**Metal layers overlaid**

(2 px per um)
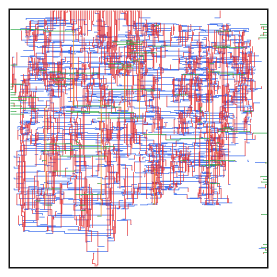
**Where the registers sit**

(2 px per um) Other sequential cells in the stronger grey, the rest of the logic in the fainter grey.
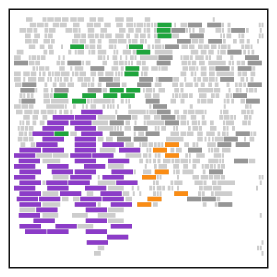
**Routing congestion**

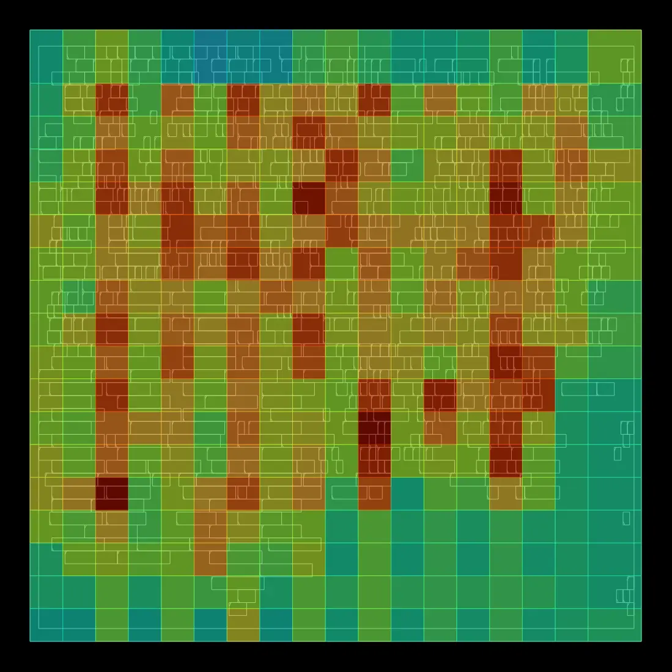
**Clock network drawn from the DEF**

(3 px per um)
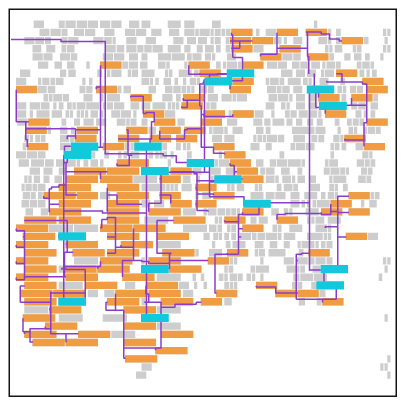
File: src/rtl/mmio_uart_tx_pkg.sv
// Shared types and constants for the memory-mapped UART transmitter.
// XLEN and mem_write_control_t mirror the data-memory stage's MMIO bundle.
package mmio_uart_tx_pkg;

  localparam int unsigned XLEN = 32;

  typedef struct packed {
    logic [XLEN-1:0] addr;
    logic [XLEN-1:0] value;
    logic [1:0]      width;
    logic            enable;
  } mem_write_control_t;

  localparam logic [3:0] UART_TXDATA_OFF = 4'h0;
  localparam logic [3:0] UART_STATUS_OFF = 4'h4;
  localparam logic [3:0] UART_BAUD_OFF   = 4'h8;
  localparam logic [3:0] UART_CTRL_OFF   = 4'hC;

  localparam int unsigned STATUS_FULL_BIT  = 0;
  localparam int unsigned STATUS_EMPTY_BIT = 1;
  localparam int unsigned STATUS_BUSY_BIT  = 2;
  localparam int unsigned STATUS_OVF_BIT   = 3;
  localparam int unsigned STATUS_COUNT_LSB = 8;
  localparam int unsigned STATUS_COUNT_W   = 8;

  typedef enum logic [1:0] {
    UART_IDLE,
    UART_START,
    UART_DATA,
    UART_STOP
  } uart_tx_state_t;

endpackage

File: src/rtl/mmio_uart_tx_if.sv
// MMIO request bundle from the data-memory stage plus the combinational read-data return.
interface mmio_uart_tx_if;
  import mmio_uart_tx_pkg::*;

  mem_write_control_t mmio_control;
  logic [XLEN-1:0]    mmio_r_data;

  modport master (output mmio_control, input mmio_r_data);
  modport slave  (input mmio_control, output mmio_r_data);
endinterface

File: src/rtl/mmio_uart_tx_sync_fifo.sv
// Single-clock FIFO with registered count/full/empty and a show-ahead read port.
module sync_fifo #(
  parameter int unsigned WIDTH = 8,
  parameter int unsigned DEPTH = 8,
  localparam int unsigned AW = $clog2(DEPTH),
  localparam int unsigned CW = AW + 1
) (
  input  logic             clock,
  input  logic             reset,
  input  logic             push,
  input  logic             pop,
  input  logic [WIDTH-1:0] wdata,
  output logic [WIDTH-1:0] rdata_c,
  output logic             full,
  output logic             empty,
  output logic [CW-1:0]    count
);

  logic [WIDTH-1:0] mem [DEPTH];
  logic [AW-1:0]    wr_ptr, rd_ptr;
  logic [CW-1:0]    count_d;
  logic             do_push, do_pop;

  // A push into a full FIFO is accepted only when a pop frees a slot in the same cycle.
  assign do_pop  = pop && !empty;
  assign do_push = push && (!full || do_pop);

  always_comb begin
    count_d = count;
    if (do_push && !do_pop)      count_d = count + CW'(1);
    else if (do_pop && !do_push) count_d = count - CW'(1);
  end

  always_ff @(posedge clock) begin
    if (reset) begin
      wr_ptr <= '0;
      rd_ptr <= '0;
      count  <= '0;
      full   <= 1'b0;
      empty  <= 1'b1;
    end else begin
      if (do_push) wr_ptr <= wr_ptr + AW'(1);
      if (do_pop)  rd_ptr <= rd_ptr + AW'(1);
      count <= count_d;
      full  <= (count_d == CW'(DEPTH));
      empty <= (count_d == '0);
    end
  end

  always_ff @(posedge clock) begin
    if (do_push) mem[wr_ptr] <= wdata;
  end

  assign rdata_c = mem[rd_ptr];

endmodule

File: src/rtl/mmio_uart_tx.sv
// Memory-mapped 8N1 UART transmitter with TX FIFO, status and baud-divider registers.
// Optional CTRL register and tx_irq output enabled by defining MMIO_UART_TX_IRQ_EN.
module mmio_uart_tx
  import mmio_uart_tx_pkg::*;
#(
  parameter logic [XLEN-1:0] BASE_ADDR        = 32'h0003_0000,
  parameter int unsigned     FIFO_DEPTH       = 8,
  parameter logic [15:0]     DEFAULT_BAUD_DIV = 16'd868
) (
  input  logic          clock,
  input  logic          reset,
  mmio_uart_tx_if.slave mmio,
  output logic          uart_tx
`ifdef MMIO_UART_TX_IRQ_EN
  ,
  output logic          tx_irq
`endif
);

  localparam int unsigned CNT_W = $clog2(FIFO_DEPTH) + 1;

  uart_tx_state_t state_q, state_d;
  logic [15:0]    cnt_q, cnt_d, div_q, div_d, baud_q, baud_d, eff_div_c;
  logic [2:0]     idx_q, idx_d;
  logic [7:0]     shift_q, shift_d;
  logic           tx_q, tx_d, ovf_q, ovf_d, bit_done_c;
  logic           irq_en_q, irq_en_d, irq_q, irq_d;

  logic [XLEN-1:0]  rel_addr_c;
  logic [3:0]       reg_off_c;
  logic             hit_c, wr_c, wr_txdata_c, wr_status_c, wr_baud_c, wr_ctrl_c;
  logic             fifo_pop_c, fifo_full, fifo_empty;
  logic [7:0]       fifo_rdata_c;
  logic [CNT_W-1:0] fifo_count;
  logic             unused_bits;

  // Address decode: 16-byte window, word-aligned registers only; write width is ignored.
  assign rel_addr_c  = mmio.mmio_control.addr - BASE_ADDR;
  assign reg_off_c   = rel_addr_c[3:0];
  assign hit_c       = (rel_addr_c < XLEN'(16)) && (mmio.mmio_control.addr[1:0] == 2'b00);
  assign wr_c        = mmio.mmio_control.enable && hit_c;
  assign wr_txdata_c = wr_c && (reg_off_c == UART_TXDATA_OFF);
  assign wr_status_c = wr_c && (reg_off_c == UART_STATUS_OFF);
  assign wr_baud_c   = wr_c && (reg_off_c == UART_BAUD_OFF);
  assign wr_ctrl_c   = wr_c && (reg_off_c == UART_CTRL_OFF);
  assign unused_bits = ^{mmio.mmio_control.width, mmio.mmio_control.value[XLEN-1:16], wr_ctrl_c};

  sync_fifo #(.WIDTH(8), .DEPTH(FIFO_DEPTH)) u_fifo (
    .clock   (clock),
    .reset   (reset),
    .push    (wr_txdata_c),
    .pop     (fifo_pop_c),
    .wdata   (mmio.mmio_control.value[7:0]),
    .rdata_c (fifo_rdata_c),
    .full    (fifo_full),
    .empty   (fifo_empty),
    .count   (fifo_count)
  );

  assign eff_div_c  = (baud_q == '0) ? 16'd1 : baud_q;
  assign bit_done_c = (cnt_q == div_q - 16'd1);

  // Serializer next-state and register-file next values.
  always_comb begin
    state_d    = state_q;
    cnt_d      = cnt_q;
    idx_d      = idx_q;
    shift_d    = shift_q;
    div_d      = div_q;
    fifo_pop_c = 1'b0;
    tx_d       = 1'b1;
    baud_d     = baud_q;
    ovf_d      = ovf_q;
    irq_en_d   = irq_en_q;
    irq_d      = 1'b0;

    unique case (state_q)
      UART_IDLE: begin
        if (!fifo_empty) begin
          fifo_pop_c = 1'b1;
          shift_d    = fifo_rdata_c;
          div_d      = eff_div_c;
          cnt_d      = '0;
          state_d    = UART_START;
        end
      end
      UART_START: begin
        if (bit_done_c) begin
          cnt_d   = '0;
          idx_d   = '0;
          state_d = UART_DATA;
        end else begin
          cnt_d = cnt_q + 16'd1;
        end
      end
      UART_DATA: begin
        if (bit_done_c) begin
          cnt_d = '0;
          if (idx_q == 3'd7) begin
            state_d = UART_STOP;
          end else begin
            idx_d   = idx_q + 3'd1;
            shift_d = {1'b0, shift_q[7:1]};
          end
        end else begin
          cnt_d = cnt_q + 16'd1;
        end
      end
      UART_STOP: begin
        if (bit_done_c) begin
          cnt_d = '0;
          // Chain straight into the next frame to avoid an idle gap.
          if (!fifo_empty) begin
            fifo_pop_c = 1'b1;
            shift_d    = fifo_rdata_c;
            div_d      = eff_div_c;
            state_d    = UART_START;
          end else begin
            state_d = UART_IDLE;
          end
        end else begin
          cnt_d = cnt_q + 16'd1;
        end
      end
      default: state_d = UART_IDLE;
    endcase

    unique case (state_d)
      UART_START: tx_d = 1'b0;
      UART_DATA:  tx_d = shift_d[0];
      default:    tx_d = 1'b1;
    endcase

    if (wr_baud_c) baud_d = mmio.mmio_control.value[15:0];
    if (wr_txdata_c && fifo_full && !fifo_pop_c) ovf_d = 1'b1;
    else if (wr_status_c && mmio.mmio_control.value[STATUS_OVF_BIT]) ovf_d = 1'b0;

`ifdef MMIO_UART_TX_IRQ_EN
    if (wr_ctrl_c) irq_en_d = mmio.mmio_control.value[0];
    irq_d = irq_en_q && fifo_empty && (state_q == UART_IDLE);
`else
    irq_en_d = 1'b0;
`endif
  end

  always_ff @(posedge clock) begin
    if (reset) begin
      state_q  <= UART_IDLE;
      cnt_q    <= '0;
      idx_q    <= '0;
      shift_q  <= '0;
      div_q    <= '0;
      tx_q     <= 1'b1;
      baud_q   <= DEFAULT_BAUD_DIV;
      ovf_q    <= 1'b0;
      irq_en_q <= 1'b0;
      irq_q    <= 1'b0;
    end else begin
      state_q  <= state_d;
      cnt_q    <= cnt_d;
      idx_q    <= idx_d;
      shift_q  <= shift_d;
      div_q    <= div_d;
      tx_q     <= tx_d;
      baud_q   <= baud_d;
      ovf_q    <= ovf_d;
      irq_en_q <= irq_en_d;
      irq_q    <= irq_d;
    end
  end

  assign uart_tx = tx_q;
`ifdef MMIO_UART_TX_IRQ_EN
  assign tx_irq = irq_q;
`endif

  // Side-effect-free read mux.
  always_comb begin
    mmio.mmio_r_data = '0;
    if (hit_c) begin
      unique case (reg_off_c)
        UART_STATUS_OFF: begin
          mmio.mmio_r_data[STATUS_FULL_BIT]  = fifo_full;
          mmio.mmio_r_data[STATUS_EMPTY_BIT] = fifo_empty;
          mmio.mmio_r_data[STATUS_BUSY_BIT]  = (state_q != UART_IDLE);
          mmio.mmio_r_data[STATUS_OVF_BIT]   = ovf_q;
          mmio.mmio_r_data[STATUS_COUNT_LSB +: STATUS_COUNT_W] = STATUS_COUNT_W'(fifo_count);
        end
        UART_BAUD_OFF: mmio.mmio_r_data[15:0] = baud_q;
        UART_CTRL_OFF: mmio.mmio_r_data[0] = irq_en_q;
        default: ;
      endcase
    end
  end

endmodule
File: src/flat_wrapper.sv
// flat-port wrapper written by rule: the top's interface ports become plain ports
module mmio_uart_tx_flat import mmio_uart_tx_pkg::*;
#(
  parameter logic [XLEN-1:0] BASE_ADDR        = 32'h0003_0000,
  parameter int unsigned     FIFO_DEPTH       = 8,
  parameter logic [15:0]     DEFAULT_BAUD_DIV = 16'd868
)
  (clock, reset, uart_tx, mmio_mmio_control, mmio_mmio_r_data);
  mmio_uart_tx_if mmio_i ();
  input  logic clock;
  input  logic reset;
  output logic uart_tx;
  input wire logic [$bits(mmio_i.mmio_control)-1:0] mmio_mmio_control;
  output wire logic [$bits(mmio_i.mmio_r_data)-1:0] mmio_mmio_r_data;
  assign mmio_i.mmio_control = mmio_mmio_control;
  assign mmio_mmio_r_data = mmio_i.mmio_r_data;
  mmio_uart_tx #(.BASE_ADDR(BASE_ADDR), .FIFO_DEPTH(FIFO_DEPTH), .DEFAULT_BAUD_DIV(DEFAULT_BAUD_DIV)) u_core (.clock(clock), .reset(reset), .mmio(mmio_i), .uart_tx(uart_tx));
endmodule
File: config.mk
export PLATFORM = sky130hd
export DESIGN_NAME = mmio_uart_tx_flat
export DESIGN_NICKNAME = d
export VERILOG_FILES = /design/src/rtl/mmio_uart_tx_pkg.sv /design/src/rtl/mmio_uart_tx_if.sv /design/src/rtl/mmio_uart_tx_sync_fifo.sv /design/src/rtl/mmio_uart_tx.sv /design/src/flat_wrapper.sv
export SDC_FILE = /design/constraint.sdc
export NUM_CORES = 1
export LEC_CHECK = 0
export CAP_MARGIN = 20
export CORE_MARGIN = 1.5
export CORE_UTILIZATION = 45
export DETAILED_ROUTE_END_ITERATION = 10
export GPL_ROUTABILITY_DRIVEN = 0
export HOLD_SLACK_MARGIN = 0.15
export PLACE_DENSITY_LB_ADDON = 0.3
export SLEW_MARGIN = 20
export SYNTH_ARGS = -nofsm -noshare
export SYNTH_HDL_FRONTEND = slang
export SYNTH_SLANG_ARGS = --single-unit
File: constraint.sdc
create_clock -name clock -period 4.4 [get_ports clock]
set_input_delay 1.1 -clock clock [delete_from_list [all_inputs] [get_ports clock]]
set_output_delay 1.1 -clock clock [all_outputs]
set_load 0.02 [all_outputs]
==> metrics.log <==
[flow] final metrics
[metrics] outcome: finished clean
[metrics] M1 wire length: roughly 7500 um
[metrics] most frequent cells after synthesis: sky130_fd_sc_hd__nor2_1, sky130_fd_sc_hd__dfxtp_1, sky130_fd_sc_hd__edfxtp_1, sky130_fd_sc_hd__nand2_1, sky130_fd_sc_hd__a21oi_1
[metrics] sequential element share of the synthesized area: 49.14%
[metrics] Worst Tran Pin Value: 1.040 ns
[metrics] power consumption: 4.081 mW
[metrics] most frequent cells in the layout: sky130_fd_sc_hd__nor2_1, sky130_fd_sc_hd__dfxtp_1, sky130_fd_sc_hd__edfxtp_1, sky130_fd_sc_hd__nand2_1, sky130_fd_sc_hd__clkdlybuf4s50_1
[metrics] multiplexer share of the synthesized area: 9.178%
[metrics] top cells by area: sky130_fd_sc_hd__edfxtp_1, sky130_fd_sc_hd__dfxtp_1, sky130_fd_sc_hd__mux4_2, sky130_fd_sc_hd__nor2_1, sky130_fd_sc_hd__mux2i_1
[metrics] post-synthesis cell type count: 76
[metrics] leading register cell type out of synthesis: sky130_fd_sc_hd__dfxtp_1
[metrics] number of placed instances, taps included: 945
[metrics] clock network area share: 6.479%
[metrics] number of standard cells after synthesis: between 600 and 700
[metrics] port buffer count: 67
[metrics] Leak: between 3 and 4 nW
[metrics] count of inserted antenna diode cells: 0
[metrics] post-route fraction of the period consumed by the critical path: 95.31%
[metrics] starting density of the core: 46.29%
[metrics] TritonCTS buffer count: 17
[metrics] final standard cell area without fillers: 8497 um2
[metrics] number of instances resized during post-cts repair: 9
[metrics] synthesis-stage register bit count: 142
[metrics] worst-case setup margin in the final layout: 0.2064 ns
[metrics] switching part of the total power: between 30% and 40%
[metrics] Post-Route Skew: 0.008136 ns
-- 'metal layers overlaid' (at the start) --
blue -> metal 1  # wire length 7510 um
green -> metal 3  # wire length 716 um
red -> metal 2  # wire length 7900 um
orange -> metal 4  # wire length 286 um
number of vias in the routed layout: 5414
total global-route track usage: 20.88%
sum of routed wire length over all layers: 16410 um
post-detailed-route wirelength per cell: 16.80 um

-- 'where the registers sit' (at the start) --
orange -> u_core.shift_q  # placed flops 8
purple -> u_core.u_fifo.mem  # placed flops 64
green -> u_core.baud_q  # placed flops 16
area of all sequential standard cells: 3483 um2
final core occ: 55.48%

-- 'routing congestion' (at the start) --
M3 GR Usage: 3.243%
global-route met1 utilization: 28.21%
GRT Max-Usage Layer: met2

-- 'clock network drawn from the DEF' (at the start) --
purple -> clock wires  # length 1590 um
cyan -> clock drivers  # count 17
orange -> flip-flops  # count 142
routed clock nets = 18
share of power burned in the clock network: 32.5%
clock latency at the later pin of the worst-skew pair: 0.43 ns

Power figures rest on the tool's default switching activity, not on a simulated workload.
